### config.mk
export PLATFORM = sky130hd
export DESIGN_NAME = wb_stage_flat
export DESIGN_NICKNAME = d
export VERILOG_FILES = /design/src/rtl/wb_stage_pkg.sv /design/src/rtl/wb_stage_if.sv /design/src/rtl/wb_stage_regfile.sv /design/src/rtl/wb_stage.sv /design/src/flat_wrapper.sv
export SDC_FILE = /design/constraint.sdc
export NUM_CORES = 1
export LEC_CHECK = 0
export CORE_MARGIN = 10
export CORE_UTILIZATION = 30
export DETAILED_ROUTE_END_ITERATION = 10
export SLEW_MARGIN = 5
export SYNTH_ARGS = -nofsm -noshare
export SYNTH_HDL_FRONTEND = slang
export SYNTH_SLANG_ARGS = --single-unit
### constraint.sdc
create_clock -name clk -period 7.35 [get_ports clk]
set_input_delay 1.47 -clock clk [delete_from_list [all_inputs] [get_ports clk]]
set_output_delay 1.47 -clock clk [all_outputs]
set_load 0.02 [all_outputs]
### src/rtl/wb_stage_pkg.sv
// Shared pipeline package for the write-back stage: default widths and commit-record layout.
package wb_stage_pkg;

   localparam int unsigned DATA_W_DEF = 16;
   localparam int unsigned ADDR_W_DEF = 3;
   localparam int unsigned CNT_W      = 16;

   // Commit record as captured by the pipeline register: {data, ovf, addr, we}
   typedef struct packed {
      logic [DATA_W_DEF-1:0] data;
      logic                  ovf;
      logic [ADDR_W_DEF-1:0] addr;
      logic                  we;
   } wb_rec_t;

endpackage

### src/rtl/wb_stage_if.sv
// Bus interface of the write-back stage: ALU-side capture, read ports, commit and status.
interface wb_stage_if
   import wb_stage_pkg::*;
#(
   parameter int unsigned DATA_W = DATA_W_DEF,
   parameter int unsigned ADDR_W = ADDR_W_DEF
) ();

   logic              enable_wb;
   logic [DATA_W-1:0] alu_result;
   logic              OVF;
   logic [ADDR_W-1:0] destReg_addr;
   logic              we;
   logic [ADDR_W-1:0] rd_addr_a;
   logic [ADDR_W-1:0] rd_addr_b;
   logic              ovf_clear;
   logic [DATA_W-1:0] rd_data_a;
   logic [DATA_W-1:0] rd_data_b;
   logic              wb_we_output;
   logic [ADDR_W-1:0] wb_addr_output;
   logic [DATA_W-1:0] wb_data_output;
   logic              ovf_sticky;
   logic [CNT_W-1:0]  retire_count;

   // Driver side (ALU stage / testbench)
   modport master (
      output enable_wb, alu_result, OVF, destReg_addr, we,
      output rd_addr_a, rd_addr_b, ovf_clear,
      input  rd_data_a, rd_data_b,
      input  wb_we_output, wb_addr_output, wb_data_output,
      input  ovf_sticky, retire_count
   );

   // Write-back stage side
   modport slave (
      input  enable_wb, alu_result, OVF, destReg_addr, we,
      input  rd_addr_a, rd_addr_b, ovf_clear,
      output rd_data_a, rd_data_b,
      output wb_we_output, wb_addr_output, wb_data_output,
      output ovf_sticky, retire_count
   );

endinterface

### src/rtl/wb_stage_regfile.sv
// Register array: one write port, two combinational read ports, async active-high reset.
module regfile
   import wb_stage_pkg::*;
#(
   parameter int unsigned DATA_W = DATA_W_DEF,
   parameter int unsigned ADDR_W = ADDR_W_DEF
) (
   input  logic              clk,
   input  logic              reset,
   input  logic              we,
   input  logic [ADDR_W-1:0] waddr,
   input  logic [DATA_W-1:0] wdata,
   input  logic [ADDR_W-1:0] raddr_a,
   input  logic [ADDR_W-1:0] raddr_b,
   output logic [DATA_W-1:0] rdata_a,
   output logic [DATA_W-1:0] rdata_b
);

   localparam int unsigned DEPTH = 2 ** ADDR_W;

   logic [DATA_W-1:0] mem_q [DEPTH];
   logic [DATA_W-1:0] mem_d [DEPTH];

   // Next-state of the array: hold, except the addressed entry on a write
   always_comb begin
      for (int i = 0; i < DEPTH; i++) begin
         mem_d[i] = mem_q[i];
      end
      if (we) begin
         mem_d[waddr] = wdata;
      end
   end

   // Array storage with asynchronous clear
   always_ff @(posedge clk or posedge reset) begin
      if (reset) begin
         for (int i = 0; i < DEPTH; i++) begin
            mem_q[i] <= '0;
         end
      end else begin
         for (int i = 0; i < DEPTH; i++) begin
            mem_q[i] <= mem_d[i];
         end
      end
   end

   // Combinational read ports; both may address the same entry
   always_comb begin
      rdata_a = mem_q[raddr_a];
      rdata_b = mem_q[raddr_b];
   end

endmodule

### src/rtl/wb_stage.sv
// Write-back stage: capture register, commit gating, sticky overflow, retire counter,
// and the register file. Optional same-cycle read forwarding under macro WB_BYPASS_EN.
module wb_stage
   import wb_stage_pkg::*;
#(
   parameter int unsigned DATA_W = DATA_W_DEF,
   parameter int unsigned ADDR_W = ADDR_W_DEF
) (
   input logic       clk,
   input logic       reset,
   wb_stage_if.slave bus
);

   logic              valid_q, valid_d;
   logic [DATA_W-1:0] data_q,  data_d;
   logic              ovf_q,   ovf_d;
   logic [ADDR_W-1:0] addr_q,  addr_d;
   logic              we_q,    we_d;
   logic              sticky_q, sticky_d;
   logic [CNT_W-1:0]  count_q,  count_d;

   logic              commit;
   logic              ovf_set;
   logic [DATA_W-1:0] rf_data_a;
   logic [DATA_W-1:0] rf_data_b;

   // Capture path, commit decision, sticky flag and retire counter next-state
   always_comb begin
      valid_d  = 1'b0;
      data_d   = data_q;
      ovf_d    = ovf_q;
      addr_d   = addr_q;
      we_d     = we_q;
      if (bus.enable_wb) begin
         valid_d = 1'b1;
         data_d  = bus.alu_result;
         ovf_d   = bus.OVF;
         addr_d  = bus.destReg_addr;
         we_d    = bus.we;
      end

      commit  = valid_q & we_q & ~ovf_q;
      ovf_set = valid_q & we_q & ovf_q;

      sticky_d = sticky_q;
      if (ovf_set) begin
         sticky_d = 1'b1;
      end else if (bus.ovf_clear) begin
         sticky_d = 1'b0;
      end

      count_d = count_q + CNT_W'(commit);
   end

   // Pipeline register and status state
   always_ff @(posedge clk or posedge reset) begin
      if (reset) begin
         valid_q  <= 1'b0;
         data_q   <= '0;
         ovf_q    <= 1'b0;
         addr_q   <= '0;
         we_q     <= 1'b0;
         sticky_q <= 1'b0;
         count_q  <= '0;
      end else begin
         valid_q  <= valid_d;
         data_q   <= data_d;
         ovf_q    <= ovf_d;
         addr_q   <= addr_d;
         we_q     <= we_d;
         sticky_q <= sticky_d;
         count_q  <= count_d;
      end
   end

   regfile #(
      .DATA_W (DATA_W),
      .ADDR_W (ADDR_W)
   ) u_regfile (
      .clk     (clk),
      .reset   (reset),
      .we      (commit),
      .waddr   (addr_q),
      .wdata   (data_q),
      .raddr_a (bus.rd_addr_a),
      .raddr_b (bus.rd_addr_b),
      .rdata_a (rf_data_a),
      .rdata_b (rf_data_b)
   );

   // Read data: stored value, optionally forwarded from the committing record
   always_comb begin
      bus.rd_data_a = rf_data_a;
      bus.rd_data_b = rf_data_b;
`ifdef WB_BYPASS_EN
      if (commit && (bus.rd_addr_a == addr_q)) begin
         bus.rd_data_a = data_q;
      end
      if (commit && (bus.rd_addr_b == addr_q)) begin
         bus.rd_data_b = data_q;
      end
`endif
   end

   // Commit and status outputs
   always_comb begin
      bus.wb_we_output   = commit;
      bus.wb_addr_output = addr_q;
      bus.wb_data_output = data_q;
      bus.ovf_sticky     = sticky_q;
      bus.retire_count   = count_q;
   end

endmodule

### src/flat_wrapper.sv
// flat-port wrapper written by rule: the top's interface ports become plain ports
module wb_stage_flat import wb_stage_pkg::*;
#(
   parameter int unsigned DATA_W = DATA_W_DEF,
   parameter int unsigned ADDR_W = ADDR_W_DEF
)
  (clk, reset, bus_enable_wb, bus_alu_result, bus_OVF, bus_destReg_addr, bus_we, bus_rd_addr_a, bus_rd_addr_b, bus_ovf_clear, bus_rd_data_a, bus_rd_data_b, bus_wb_we_output, bus_wb_addr_output, bus_wb_data_output, bus_ovf_sticky, bus_retire_count);
  wb_stage_if #(.DATA_W(DATA_W), .ADDR_W(ADDR_W)) bus_i ();
  input logic clk;
  input logic reset;
  input wire logic [$bits(bus_i.enable_wb)-1:0] bus_enable_wb;
  input wire logic [$bits(bus_i.alu_result)-1:0] bus_alu_result;
  input wire logic [$bits(bus_i.OVF)-1:0] bus_OVF;
  input wire logic [$bits(bus_i.destReg_addr)-1:0] bus_destReg_addr;
  input wire logic [$bits(bus_i.we)-1:0] bus_we;
  input wire logic [$bits(bus_i.rd_addr_a)-1:0] bus_rd_addr_a;
  input wire logic [$bits(bus_i.rd_addr_b)-1:0] bus_rd_addr_b;
  input wire logic [$bits(bus_i.ovf_clear)-1:0] bus_ovf_clear;
  output wire logic [$bits(bus_i.rd_data_a)-1:0] bus_rd_data_a;
  output wire logic [$bits(bus_i.rd_data_b)-1:0] bus_rd_data_b;
  output wire logic [$bits(bus_i.wb_we_output)-1:0] bus_wb_we_output;
  output wire logic [$bits(bus_i.wb_addr_output)-1:0] bus_wb_addr_output;
  output wire logic [$bits(bus_i.wb_data_output)-1:0] bus_wb_data_output;
  output wire logic [$bits(bus_i.ovf_sticky)-1:0] bus_ovf_sticky;
  output wire logic [$bits(bus_i.retire_count)-1:0] bus_retire_count;
  assign bus_i.enable_wb = bus_enable_wb;
  assign bus_i.alu_result = bus_alu_result;
  assign bus_i.OVF = bus_OVF;
  assign bus_i.destReg_addr = bus_destReg_addr;
  assign bus_i.we = bus_we;
  assign bus_i.rd_addr_a = bus_rd_addr_a;
  assign bus_i.rd_addr_b = bus_rd_addr_b;
  assign bus_i.ovf_clear = bus_ovf_clear;
  assign bus_rd_data_a = bus_i.rd_data_a;
  assign bus_rd_data_b = bus_i.rd_data_b;
  assign bus_wb_we_output = bus_i.wb_we_output;
  assign bus_wb_addr_output = bus_i.wb_addr_output;
  assign bus_wb_data_output = bus_i.wb_data_output;
  assign bus_ovf_sticky = bus_i.ovf_sticky;
  assign bus_retire_count = bus_i.retire_count;
  wb_stage #(.DATA_W(DATA_W), .ADDR_W(ADDR_W)) u_core (.clk(clk), .reset(reset), .bus(bus_i));
endmodule
Fig. 1: run 1, supply network
Drawn at 2 px/µm. Pins as bars on the die edge.
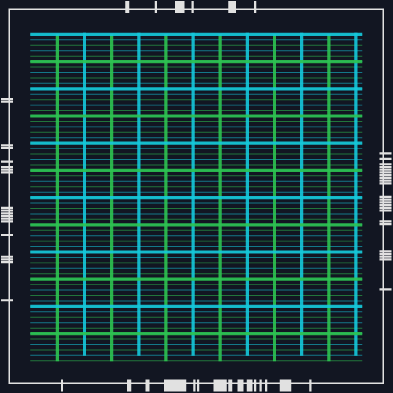
- green: VSS
- cyan: VDD
- rows: 60
- met5 straps: 12
- met4 straps: 12
- met1 rails: 61

Fig. 2: run 1, placed cells, one color a class
Drawn at 1.5 px/µm. Fill, decap, tap and diode cells in gray.
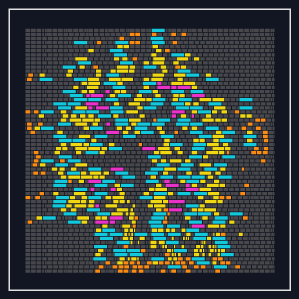
- cyan: flops (cells 167; share of their area 43%)
- yellow: combinational and other logic (cells 309; share of their area 40%)
- magenta: clock drivers and dummy loads (cells 32; share of their area 6.0%)
- orange: other buffers and delay cells (cells 106; share of their area 11%)
sequential cell area share: 0.4111
Row Count: 60
post-route cell area: 10160 µm²

==> tab_implementation.tex, run 1 <==
% Generated from flow reports
\begin{tabular}{lr}
\hline
Metric & Value \\
\hline
\multicolumn{2}{l}{\textbf{Final layout}} \\
Flip-flop count of the largest register, all copies and words added & 128 \\
Buffers excl. clock & 106 \\
Non-clock inverter instance count of the final layout & 4 \\
Area-dominant class & sequential cells \\
Logic Gate Count & 305 \\
Share of cells above drive strength 1 & 0.4837 \\
Proportion of cell area spent on the clock network & 0.05736 \\
Area of combinational cells with multiple inputs & 3891 µm² \\
Register ranked first by flip-flop count & u\_core.u\_regfile.mem\_q \\
CLK BUF & 17 \\
Top logic cell by instance count in the layout & sky130\_fd\_sc\_hd\_\_mux2\_2 \\
Share of the final layout cell area in multi-input gates & 0.3828 \\
Filler cells & 2521 \\
Count of sequential standard cells & 167 \\
Ant diodes & 1 \\
Total area of sequential cells & 4179 µm² \\
Area growth from synthesis to final layout & 22.55\% \\
Post-layout instance count excluding filler cells & 987 \\
\multicolumn{2}{l}{\textbf{Worst setup path}} \\
Reg2Reg Depth & 3 \\
Type of element capturing the critical path & output pin \\
Highest cell delay on the worst timing path & 0.58 ns \\
Startpoint-to-endpoint class of the critical path & input pin to output pin \\
Arr. time, crit path & 3.88 ns \\
Worst r2r dst & u\_core.u\_regfile.mem\_q[69] \\
Number of buffer and inverter stages on the critical path & 3 \\
Required time of the critical path & 5.88 ns \\
Family with the most delay on the worst path & buffers and inverters \\
Cell-by-cell trace of the critical path & buf\_2 > buf\_4 > mux4\_2 > mux2\_2 > clkdlybuf4s50\_1 \\
\multicolumn{2}{l}{\textbf{STA}} \\
Sum Neg Setup Slack & 0 ns \\
Top achievable clock speed & 187.0 MHz \\
Max-slew violation count & 0 \\
Rel. slew slack & 0.3189 \\
Minimum clock period after layout & 5.349 ns \\
Hold violation total from the final report & 0 \\
Total of endpoints with negative setup slack in the final report & 0 \\
Clock tree skew after final layout & 0.008783 ns \\
\multicolumn{2}{l}{\textbf{CTS}} \\
Clock input transition at the sequential cells of the worst setup and hold paths & 0.07 ns \\
CTS tree & built \\
Post-CTS resize count & 0 \\
CTS Buffer Depth & 2 \\
Hold\_buf cts & 0 \\
Number of levels in the clock H-tree & 4 \\
Sink count of the clock tree & 167 \\
\multicolumn{2}{l}{\textbf{Power and ir drop}} \\
Relative contribution of sequential cells to total power & 0.432 \\
Heaviest power group & sequential cells \\
Fraction of power spent switching nets & 0.3060 \\
Comb pwr share & 0.297 \\
Worst IR Drop VDD & 132.1 µV \\
Pwr/cell area & 323.0 nW/µm² \\
\multicolumn{2}{l}{\textbf{Route}} \\
Met3 routed wirelength & 824 µm \\
Total length of routed wires & 21.09 mm \\
1st-pass router iterations & 4 \\
\multicolumn{2}{l}{\textbf{Min path}} \\
Worst hold stages & 1 \\
Startpoint of the lowest-slack hold path & u\_core.bus.retire\_count[15] \\
Hold Path End & u\_core.bus.retire\_count[15] \\
Hold Crit Class & register to register \\
\multicolumn{2}{l}{\textbf{GRT}} \\
Antenna violations before repair & 1 \\
Combined global-route utilization of all metal layers & 0.1276 \\
Most heavily used metal layer in global routing & met2 \\
Grt met1 use & 0.1594 \\
Via count of the first global-routing pass & 5573 \\
GRT overflow & 0 \\
\multicolumn{2}{l}{\textbf{Logic synthesis}} \\
Synth async-reset ratio & 1.000 \\
Yosys Chip Area & 8294 µm² \\
Largest area contributor in the netlist & sky130\_fd\_sc\_hd\_\_dfrtp\_1 \\
Dominant register cell & sky130\_fd\_sc\_hd\_\_dfrtp\_1 \\
Cell Type Count & 28 \\
Flops \& latches, synth & 167 \\
Yosys Instances & 510 \\
Synth top cells by count & sky130\_fd\_sc\_hd\_\_mux2\_2 (181), sky130\_fd\_sc\_hd\_\_dfrtp\_1 (167), sky130\_fd\_sc\_hd\_\_mux4\_2 (64) \\
Post-Synthesis Net Count & 544 \\
Portion of the post-synthesis area used by sequential elements & 0.5038 \\
Synthesized instance count & 510 \\
\multicolumn{2}{l}{\textbf{Placed design}} \\
Placement-stage worst setup slack & 1.957 ns \\
Quantity of I/O buffers inserted on ports & 99 \\
Cells after DPL & 954 \\
GP Congestion & 0.7549 \\
\multicolumn{2}{l}{\textbf{Floorplan}} \\
Number of ports placed on the die boundary & 100 \\
Core Util at FP & 0.3060 \\
DIE AREA & 34700 µm² \\
Core area & 27100 µm² \\
Height of the die & 186.3 µm \\
Horiz. Die Dim & 186.3 µm \\
Well-Tap Cells & 372 \\
\multicolumn{2}{l}{\textbf{Status}} \\
Result of the run & complete, no violations \\
\multicolumn{2}{l}{\textbf{Job}} \\
Maximum Capacitance Violations & 0 \\
\hline
\end{tabular}
Fig. 3: run 1, routed clock nets over the placement
Drawn at 3 px/µm.
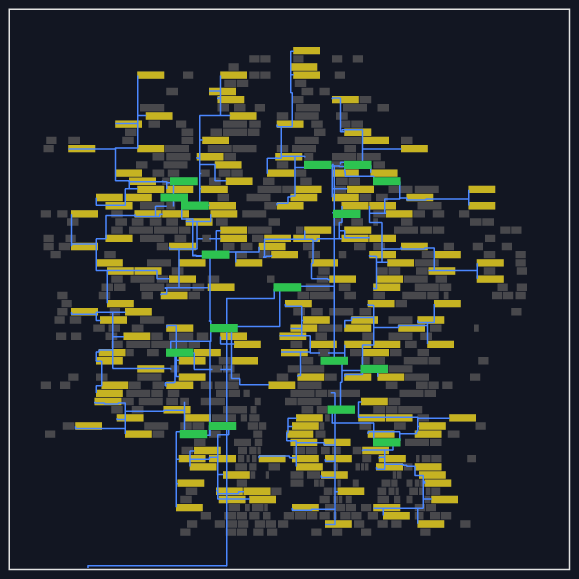
- yellow: flip-flops (count 167)
- blue: clock wires (length 2090 µm)
- green: clock drivers (count 17)
- routed clock nets: 18
power in the clock group: 0.890 mW
clock share of power: 0.271
insertion delay of the later-clocked pin in the worst-skew pair: 0.43 ns

Fig. 4: run 1, routed metal, one color a layer
Drawn at 2 px/µm. Only two layers are drawn.
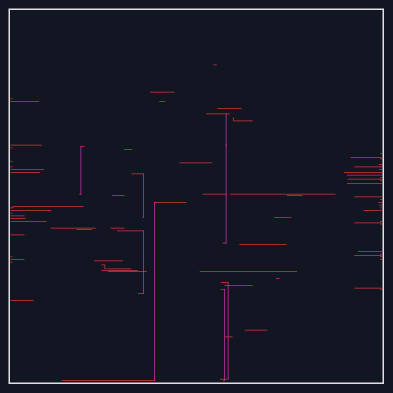
- red: metal 3 (wire length 825 µm)
- magenta: metal 4 (wire length 324 µm)
via total after detailed routing: 4939
final routed wire length divided by cell count: 21.37 µm

## run 1: logic make-up after synthesis
group | after synthesis | synth area share
muxes | 245 | 0.4195
DFF | 167 | 0.5038
and+or+nand+nor | 42 | 0.02866
buffers and inverters | 38 | 0.02806
xor gates and xnor gates | 14 | 0.01478
adders and majority gates | 3 | 0.004526
AOI/OAI and AO/OA | 1 | 0.0006028
## run 1: per-stage QoR
step                utilization  instance area (µm²)  power [mW]
CTS                      0.3750                10160       3.329
global route             0.3751                10160       3.455
detailed placement       0.3535                 9579       2.424
global placement         0.3535                 9579       2.375
floorplan                     -                 8294       2.029
finish                   0.3751                10160       3.283
## Run 2: what changed since run 1
==> constraint.sdc (replaced) <==
create_clock -name clk -period 4.9 [get_ports clk]
set_input_delay 0.98 -clock clk [delete_from_list [all_inputs] [get_ports clk]]
set_output_delay 0.98 -clock clk [all_outputs]
set_load 0.02 [all_outputs]
==> run 2 against run 1 <==
Worst hold slack improved by 0.0026 ns. Final area rose by 1.1%. Clock skew rose by 0.0016 ns. Non-clock buffer count rose by 5. Via count fell by 0.61%. Area after synthesis did not move. Utilization rose by 0.41 points. Total power rose by 52%. Clock power rose by 56%. Sequential share of layout area fell by 0.45 points. Sequential power rose by about 50%. Critical endpoint is now bus_rd_data_a[14]. Die area did not move.
==> tab_implementation.tex, run 2 <==
% Generated from flow reports
\begin{tabular}{lr}
\hline
Metric & Value \\
\hline
\multicolumn{2}{l}{\textbf{CTS}} \\
Post-CTS resize count & 0 (unchanged) \\
Clock input transition at the sequential cells of the worst setup and hold paths & 0.07 ns (about the same) \\
CTS tree & built \\
Insertion delay of the later-clocked pin in the worst-skew pair & 0.42 ns (about the same) \\
CTS Buffer Depth & 2 (unchanged) \\
\multicolumn{2}{l}{\textbf{STA}} \\
Rel. slew slack & 0.4612 (+0.1423) \\
Max-slew violation count & 0 (unchanged) \\
\multicolumn{2}{l}{\textbf{Placed design}} \\
Post-place instance area & 9666 µm² (+0.90\%) \\
Cells after DPL & 959 (+0.52\%) \\
\multicolumn{2}{l}{\textbf{Logic synthesis}} \\
Fraction of the mapped netlist area in compound gates & 0.0006034 (unchanged) \\
Fa+ha+maj area frac & 0.004526 (unchanged) \\
Synthesized instance count & 510 (unchanged) \\
Mux share & 0.4195 (unchanged) \\
Simple-gate portion of the synthesized area & 0.02866 (unchanged) \\
\multicolumn{2}{l}{\textbf{Floorplan}} \\
Number of ports placed on the die boundary & 100 (unchanged) \\
Core Util at FP & 0.3060 (unchanged) \\
Row Count & 60 (unchanged) \\
\multicolumn{2}{l}{\textbf{Worst setup path}} \\
Cell-by-cell trace of the critical path & buf\_2 > buf\_12 > mux4\_2 > mux2\_2 > clkdlybuf4s50\_1 \\
Worst r2r dst & u\_core.u\_regfile.mem\_q[73] \\
Family with the most delay on the worst path & buffers and inverters \\
Startpoint-to-endpoint class of the critical path & input pin to output pin \\
\multicolumn{2}{l}{\textbf{Final layout}} \\
Register ranked first by flip-flop count & u\_core.u\_regfile.mem\_q \\
Share of the final layout cell area in multi-input gates & 0.3787 (-0.004150) \\
Area-dominant class & sequential cells \\
Area of combinational cells with multiple inputs & 3891 µm² (unchanged) \\
Buffers excl. clock & 111 (+4.7\%) \\
Ant diodes & 0 (-1) \\
Logic Gate Count & 305 (unchanged) \\
CLK BUF & 19 (+2) \\
Share of cells above drive strength 1 & 0.4879 (+0.004170) \\
Post-route cell area & 10280 µm² (+1.1\%) \\
\multicolumn{2}{l}{\textbf{Min path}} \\
Startpoint of the lowest-slack hold path & u\_core.bus.retire\_count[15] \\
\multicolumn{2}{l}{\textbf{GRT}} \\
GRT overflow & 0 (unchanged) \\
Combined global-route utilization of all metal layers & 0.1271 (-0.0004552) \\
Grt met1 use & 0.1559 (-0.003476) \\
\multicolumn{2}{l}{\textbf{Power and ir drop}} \\
Pwr/cell area & 485.9 nW/µm² (+50\%) \\
\multicolumn{2}{l}{\textbf{Route}} \\
Total length of routed wires & 21.26 mm (+0.79\%) \\
\multicolumn{2}{l}{\textbf{Status}} \\
Result of the run & complete, no violations \\
\hline
\end{tabular}
## run 2: netlist changes by cell type in the layout (fill, tap and decap cells not counted)
| cell | delta |
|---|---|
| sky130_fd_sc_hd__buf_12 | +4 |
| sky130_fd_sc_hd__buf_4 | +1 |
| sky130_fd_sc_hd__bufinv_16 | +1 |
| sky130_fd_sc_hd__clkbuf_8 | +2 |
| sky130_fd_sc_hd__clkinv_2 | -1 |
| sky130_fd_sc_hd__clkinvlp_4 | +3 |
| sky130_fd_sc_hd__diode_2 | -1 |
| sky130_fd_sc_hd__inv_6 | -3 |
| sky130_fd_sc_hd__inv_8 | -2 |
## run 2: where the power goes
| group | switching, mW | leakage (nW) | internal [mW] |
|---|---|---|---|
| logic | 0.552 | 1.92 | 0.921 |
| registers | 0.351 | 2.13 | 1.78 |
| clock network | 0.596 | 0.291 | 0.795 |
Fig. 5: run 2, placed standard cells
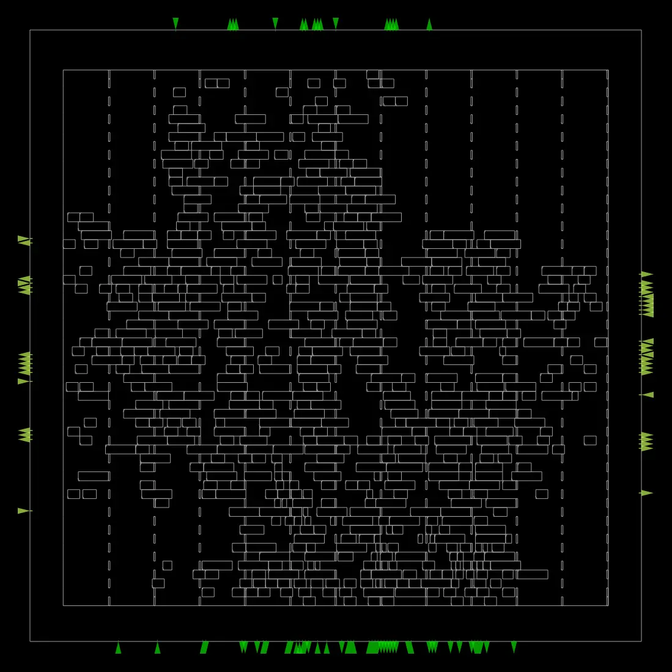
post-route core utilization: 0.3792
core area: 27100 µm²
post-layout instance count excluding filler cells: 991
sequential cell area share: 0.4067
Well-Tap Cells: 372

Fig. 6: run 2, placed cells, one color a class
Drawn at 1.5 px/µm. Fill, decap, tap and diode cells in gray.
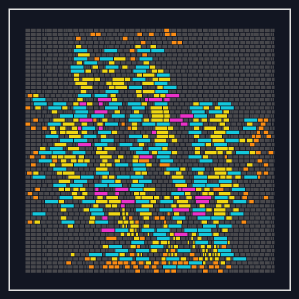
- yellow: combinational and other logic (cells 309; share of their area 40%)
- orange: other buffers and delay cells (cells 111; share of their area 11%)
- cyan: flops (cells 167; share of their area 43%)
- magenta: clock drivers and dummy loads (cells 32; share of their area 6.2%)

Fig. 7: run 2, supply network
Drawn at 2 px/µm. Pins as bars on the die edge.
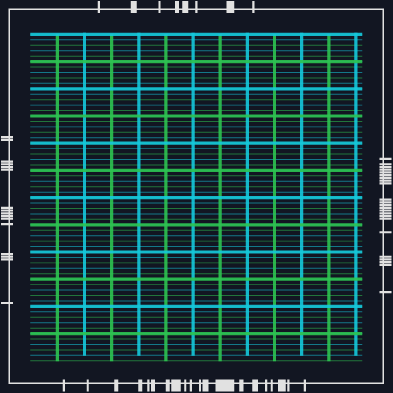
- green: VSS
- cyan: VDD
- signal pins: 100
- met4 straps: 12
- met1 rails: 61
- rows: 60
Worst IR Drop VDD: 182.1 µV
Horiz. Die Dim: 186.3 µm
height of the die: 186.3 µm

## Run 3: what changed since run 2
==> constraint.sdc (replaced) <==
create_clock -name clk -period 3.79 [get_ports clk]
set_input_delay 0.758 -clock clk [delete_from_list [all_inputs] [get_ports clk]]
set_output_delay 0.758 -clock clk [all_outputs]
set_load 0.02 [all_outputs]
==> run 3 against run 2 <==
Register-to-register slack worse by 1.1 ns. Utilization up 0.28 points. First-iteration DRC count down 15%. Highest routed layer unchanged. Total power up 31%. Combinational power up about 30%.
==> tab_implementation.tex, run 3 <==
% Generated from flow reports
\begin{tabular}{lr}
\hline
Metric & Value \\
\hline
\multicolumn{2}{l}{\textbf{Status}} \\
Result of the run & complete, no violations \\
\multicolumn{2}{l}{\textbf{Logic synthesis}} \\
Area share of xor/xnor cells in the synthesized design & 0.01478 \\
Number of synthesized flops with an enable pin & 0 \\
Post-Synthesis Net Count & 544 \\
Synthesized instance count & 510 (unchanged) \\
Cell Type Count & 28 \\
Mux share & 0.4195 (unchanged) \\
Simple-gate portion of the synthesized area & 0.02866 (unchanged) \\
Fraction of post-synthesis cell area in the top cell type by area & 0.5038 \\
Fa+ha+maj area frac & 0.004526 (unchanged) \\
Fraction of the mapped netlist area in compound gates & 0.0006034 (unchanged) \\
\multicolumn{2}{l}{\textbf{Power and ir drop}} \\
Power in the clock group & 1.87 mW (+35\%) \\
Pwr/cell area & 630.7 nW/µm² (+30\%) \\
Fraction of power spent switching nets & 0.2911 (-0.009104) \\
NetSw & 1.900 mW (+27\%) \\
Power attributed to combinational cells & 1.91 mW (+30\%) \\
Relative contribution of sequential cells to total power & 0.421 (-0.005) \\
Clock share of power & 0.286 (+0.008) \\
Comb pwr share & 0.293 (-0.002) \\
Heaviest power group & sequential cells \\
Sequential group power & 2.75 mW (+29\%) \\
Internal Dissipation & 4.629 mW (+32\%) \\
Worst IR Drop VDD & 245.3 µV (+35\%) \\
\multicolumn{2}{l}{\textbf{Final layout}} \\
Buffers excl. clock & 111 (unchanged) \\
Area of combinational cells with multiple inputs & 3891 µm² (unchanged) \\
Register ranked first by flip-flop count & u\_core.u\_regfile.mem\_q \\
Non-clock inverter instance count of the final layout & 4 \\
Most frequently placed logic cells in the final layout & sky130\_fd\_sc\_hd\_\_mux2\_2 (181), sky130\_fd\_sc\_hd\_\_dfrtp\_1 (167), sky130\_fd\_sc\_hd\_\_clkdlybuf4s50\_1 (95) \\
CLK BUF & 19 (unchanged) \\
Ant diodes & 0 (unchanged) \\
Share of the final layout cell area in multi-input gates & 0.3759 (-0.002791) \\
Flip-flop count of the largest register, all copies and words added & 128 \\
Count of sequential standard cells & 167 \\
Logic Gate Count & 305 (unchanged) \\
Area-dominant class & sequential cells \\
Post-layout instance count excluding filler cells & 991 (unchanged) \\
Share of cells above drive strength 1 & 0.4863 (-0.001616) \\
\multicolumn{2}{l}{\textbf{Placed design}} \\
Post-place instance area & 9716 µm² (+0.52\%) \\
Half-perimeter wire length after placement & 13.65 mm \\
Cells after DPL & 959 (unchanged) \\
\multicolumn{2}{l}{\textbf{CTS}} \\
Post-CTS resize count & 0 (unchanged) \\
CTS tree & built \\
CTS Buffer Depth & 2 (unchanged) \\
Clock input transition at the sequential cells of the worst setup and hold paths & 0.07 ns (about the same) \\
Insertion delay of the later-clocked pin in the worst-skew pair & 0.42 ns (about the same) \\
\multicolumn{2}{l}{\textbf{Worst setup path}} \\
Family with the most delay on the worst path & buffers and inverters \\
Cell-by-cell trace of the critical path & buf\_2 > buf\_4 > mux4\_2 > mux2\_2 > clkdlybuf4s50\_1 \\
Startpoint-to-endpoint class of the critical path & input pin to output pin \\
Type of element capturing the critical path & output pin \\
\multicolumn{2}{l}{\textbf{Floorplan}} \\
Horiz. Die Dim & 186.3 µm (unchanged) \\
Row Count & 60 (unchanged) \\
Number of ports placed on the die boundary & 100 (unchanged) \\
Core area & 27100 µm² (unchanged) \\
Core Util at FP & 0.3060 (unchanged) \\
Height of the die & 186.3 µm (unchanged) \\
\multicolumn{2}{l}{\textbf{STA}} \\
Top achievable clock speed & 298.7 MHz \\
Rel. slew slack & 0.5559 (+0.09468) \\
Max-slew violation count & 0 (unchanged) \\
\multicolumn{2}{l}{\textbf{GRT}} \\
GRT overflow & 0 (unchanged) \\
Grt met1 use & 0.1583 (+0.002433) \\
Combined global-route utilization of all metal layers & 0.1262 (-0.0008920) \\
\multicolumn{2}{l}{\textbf{Route}} \\
Uppermost layer routed & met4 \\
\multicolumn{2}{l}{\textbf{Min path}} \\
Hold Crit Class & register to register \\
\hline
\end{tabular}
-- run 3: worst paths after layout --
kind                                                   from                            end  slack, ns  cells after the start
worst max register to register                  u_core.we_q    u_core.bus.retire_count[14]       1.85                      7
min in group asynchronous                             reset  u_core.bus.wb_data_output[13]       0.78                      3
worst max-delay path                       bus_rd_addr_b[2]               bus_rd_data_b[7]       0.44                      5
max in group asynchronous                             reset     u_core.u_regfile.mem_q[83]       2.43                      3
worst min register to register  u_core.bus.retire_count[15]    u_core.bus.retire_count[15]       0.47                      1
worst min-delay path            u_core.bus.retire_count[15]    u_core.bus.retire_count[15]       0.47                      1
Fig. 8: run 3, routed clock nets over the placement
Drawn at 3 px/µm.
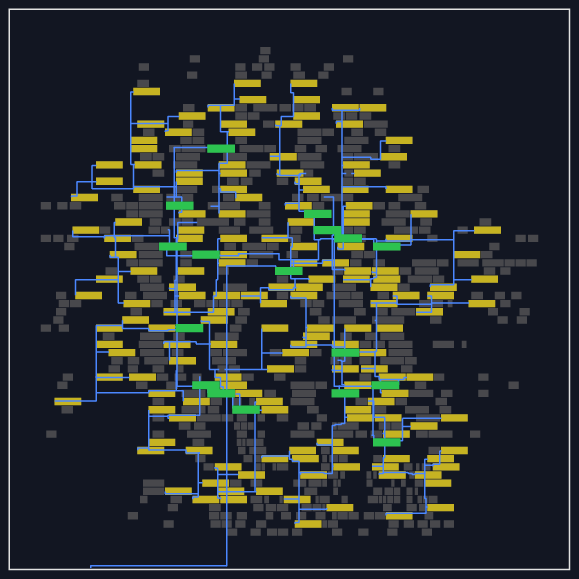
- green: clock drivers (count 17)
- yellow: flip-flops (count 167)
- blue: clock wires (length 2110 µm)
- routed clock nets: 18

Fig. 9: run 3, placed standard cells
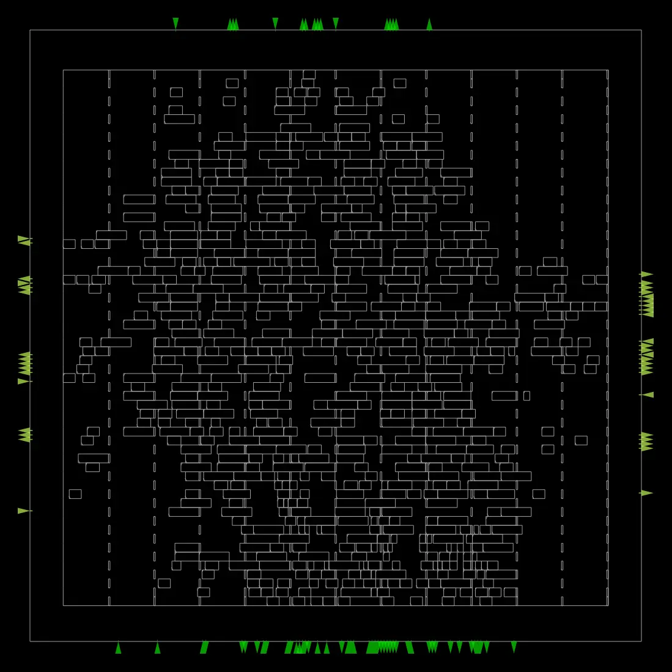
post-route core utilization: 0.3820
sequential cell area share: 0.4037

Fig. 10: run 3, routed metal, one color a layer
Drawn at 2 px/µm. Only two layers are drawn.
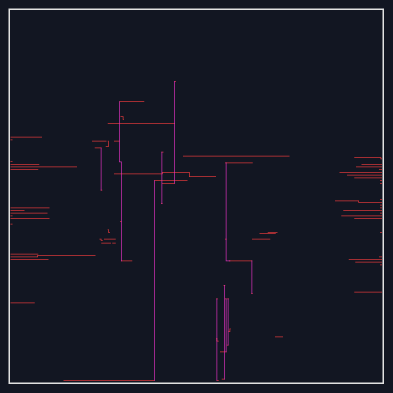
- red: metal 3 (wire length 767 µm)
- magenta: metal 4 (wire length 483 µm)
via total after detailed routing: 4976
total length of routed wires: 21.24 mm

Power and IR drop assume default switching activity.
